==> images/class_map.png <==
(4 px per um)
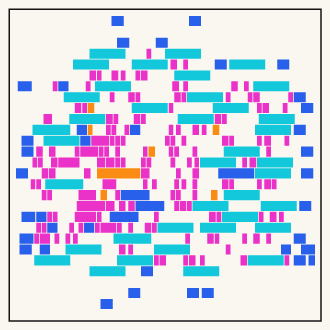
==> images/layers.png <==
(4 px per um)
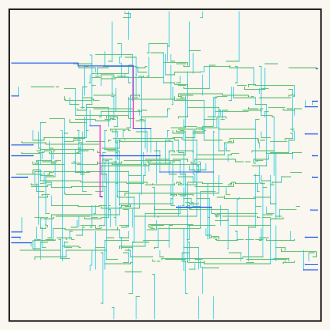
==> images/util_map.png <==
(4 px per um) 8 x 8 tiles, from black (low) to pale yellow (high), 0 to 100% covered.
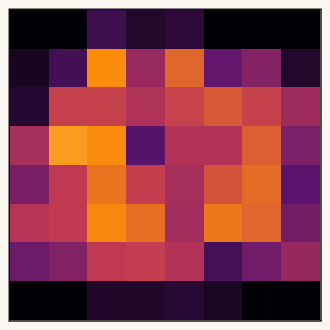
**src/rtl/tdm_1_n_demux.sv**
```systemverilog
// Serial TDM 1:N demultiplexer: one bit per valid beat, slot-0 sync, full frame out as N-bit word.
// Latency: the slot N-1 beat's edge updates out and pulses out_valid, so both are visible the next cycle.
// Backpressure: none; din_valid low freezes all state, and misaligned sync drops the frame and resyncs.
module tdm_1_n_demux #(
  parameter int N     = 16,
  parameter int SEL_W = 4
) (
  input  logic             clk,
  input  logic             rst_n,
  input  logic             din,
  input  logic             din_valid,
  input  logic             frame_sync,
  output logic [N-1:0]     out,
  output logic             out_valid,
  output logic [SEL_W-1:0] sel,
  output logic             locked,
  output logic             sync_err
);

  localparam logic [0:0] HUNT   = 1'b0;
  localparam logic [0:0] LOCKED = 1'b1;

  // Last slot index; sel wraps from here to 0 explicitly so non-power-of-two N works.
  localparam logic [SEL_W-1:0] LAST_SLOT = SEL_W'(N - 1);

  logic [0:0]   state;
  logic [N-1:0] shadow;
  logic [N-1:0] frame_word;

  // Completed frame: the shadow with the final slot taken straight from the current beat.
  always_comb begin
    frame_word        = shadow;
    frame_word[N-1]   = din;
  end

  // Slot tracking, alignment FSM, shadow capture and frame delivery.
  always_ff @(posedge clk or negedge rst_n) begin
    if (!rst_n) begin
      state     <= HUNT;
      sel       <= '0;
      shadow    <= '0;
      out       <= '0;
      out_valid <= 1'b0;
      sync_err  <= 1'b0;
    end else begin
      out_valid <= 1'b0;
      sync_err  <= 1'b0;
      if (din_valid) begin
        if (state == HUNT) begin
          // Only a sync-marked beat can start alignment; everything else is dropped.
          if (frame_sync) begin
            shadow[0] <= din;
            sel       <= SEL_W'(1);
            state     <= LOCKED;
          end
        end else if (frame_sync) begin
          // Sync always starts a new frame; if it arrives mid-frame the partial frame is lost.
          shadow[0] <= din;
          sel       <= SEL_W'(1);
          if (sel != '0) begin
            sync_err <= 1'b1;
          end
        end else if (sel == '0) begin
          // Expected a sync marker on slot 0 and did not get one: alignment lost.
          sync_err <= 1'b1;
          state    <= HUNT;
        end else if (sel == LAST_SLOT) begin
          out       <= frame_word;
          out_valid <= 1'b1;
          sel       <= '0;
        end else begin
          shadow[sel] <= din;
          sel         <= sel + SEL_W'(1);
        end
      end
    end
  end

  assign locked = (state == LOCKED);

endmodule

```
**config.mk**
```make
export PLATFORM = sky130hd
export DESIGN_NAME = tdm_1_n_demux
export DESIGN_NICKNAME = d
export VERILOG_FILES = /design/src/rtl/tdm_1_n_demux.sv
export SDC_FILE = /design/constraint.sdc
export NUM_CORES = 1
export LEC_CHECK = 0
export ABC_AREA = 1
export ABC_CLOCK_PERIOD_IN_PS = 1650
export CELL_PAD_IN_SITES_DETAIL_PLACEMENT = 0
export CELL_PAD_IN_SITES_GLOBAL_PLACEMENT = 1
export CORE_UTILIZATION = 30
export CTS_BUF_LIST = sky130_fd_sc_hd__clkbuf_2
export CTS_CLUSTER_SIZE = 8
export DETAILED_ROUTE_END_ITERATION = 16
export PLACE_DENSITY = 0.74
export SLEW_MARGIN = 5
export SYNTH_ARGS = -nofsm -noshare
export SYNTH_HDL_FRONTEND = slang
export SYNTH_SLANG_ARGS = --single-unit
```
**constraint.sdc**
```tcl
create_clock -name clk -period 1.65 [get_ports clk]
set_input_delay 0.33 -clock clk [delete_from_list [all_inputs] [get_ports clk]]
set_output_delay 0.33 -clock clk [all_outputs]
set_load 0.02 [all_outputs]
```
==> summary.txt <==
Flow results follow.

The count of cells in the finished layout, fillers not included, comes to ~320. The die is 77.6 um tall. The adder-cell area share of the yosys netlist is under 10%. The number of gates resized after CTS is 25. Buffers inserted to repair hold after CTS numbered 1. Power attributed to sequential cells is 1.13 mW. The critical path goes through buf_4, dlygate4sd2_1. Counting flops with an async set or reset pin after synthesis yields a share of 100%. The synthesized design spends more area on one cell type than any other, namely dfrtp_1. Counting both buffers and inverters, the worst setup path holds a total of 2. The number of cells produced by synthesis is about 200. The maximum ir drop on the vdd rail is between 0.7 and 0.8 mV.

In this run the deepest clock path goes through 2 buffers. The number of diodes added for antenna fixing is 0. The DRC violation total left in the routed layout is recorded as 0. met1 track demand over resource after global routing is approximately 16%. The registers reported with the highest flop counts are out: 16 flops, shadow: 15 flops, sel: 4 flops. The post-synthesis instance area is approximately 1700 um2. The fraction of final layout cells with drive strength greater than 1 is 13.6%. Non-clock buffers make up 17.9% of the layout cell area. The aggregate global routing overflow is 0. The placement summary gives the final routability congestion estimate as roughly 0.74. Clock network power for this build is 0.543 mW. The number of detailed-route iterations in the first pass is 4.

Ranked by total cell area, the synthesized netlist is headed by dfrtp_1, nand2_1, o21ai_1. The post-route clock skew is 0.0149 ns. The net count entering floorplan is 210. The cell area after placement is around 2100 um2. The final design utilization is 40.6%.

The worst register-to-register path begins at sel[1]. The clock period could shrink to 1.58 ns. The report lists the power per cell area as around 1100 nW/um2. The xor and xnor area share after synthesis is 0%. Counting the clock-network buffers in the layout gives 5.

Counting instances in the post-synthesis netlist gives the leading cell types as nand2_1, dfrtp_1, inv_1, o21ai_1, nor2_1. In the detailed route, the total length drawn on met2 is around 1400 um. The run finished with clean final reports. Yosys reported a register bit count of 38. The first global-routing pass estimated 5750 um of wire. The final power report lists total power as 2.36 mW. The routed design uses 121 um of met3 wire. For this block, the routed nets add up to 3160 um of wire. Post-synthesis, Yosys gives the total cell area as approximately 1700 um2. Of the total synthesized cell area, the portion taken by AND, OR, NAND and NOR gates is 21.9%. The net switching component of the power is 0.803 mW. The die boundary width is 77.6 um. Yosys stat counts 200 cells in the synthesized netlist. The CTS tree is done. The number of max-capacitance violations reported is 0. Of the total power, combinational logic draws 29.1%.
Notes on class_map.png above:
remaining logic cells -> magenta  # cells 157, share of their area 34%
registers -> cyan  # cells 38, share of their area 44%
clock drivers and dummy loads -> orange  # cells 7, share of their area 2.7%
remaining buffers and delay cells -> blue  # cells 41, share of their area 19%

Notes on layers.png above:
M4 -> magenta  # wire length 33.3 um
M2 -> cyan  # wire length 1370 um
M1 -> green  # wire length 1630 um
M3 -> blue  # wire length 121 um

Notes on util_map.png above:
nearly empty tiles = 14%
tiles over 75% full = 3.1%
fullest tile = 78%
densest ninth of the die = west

Power and IR drop assume default switching activity.
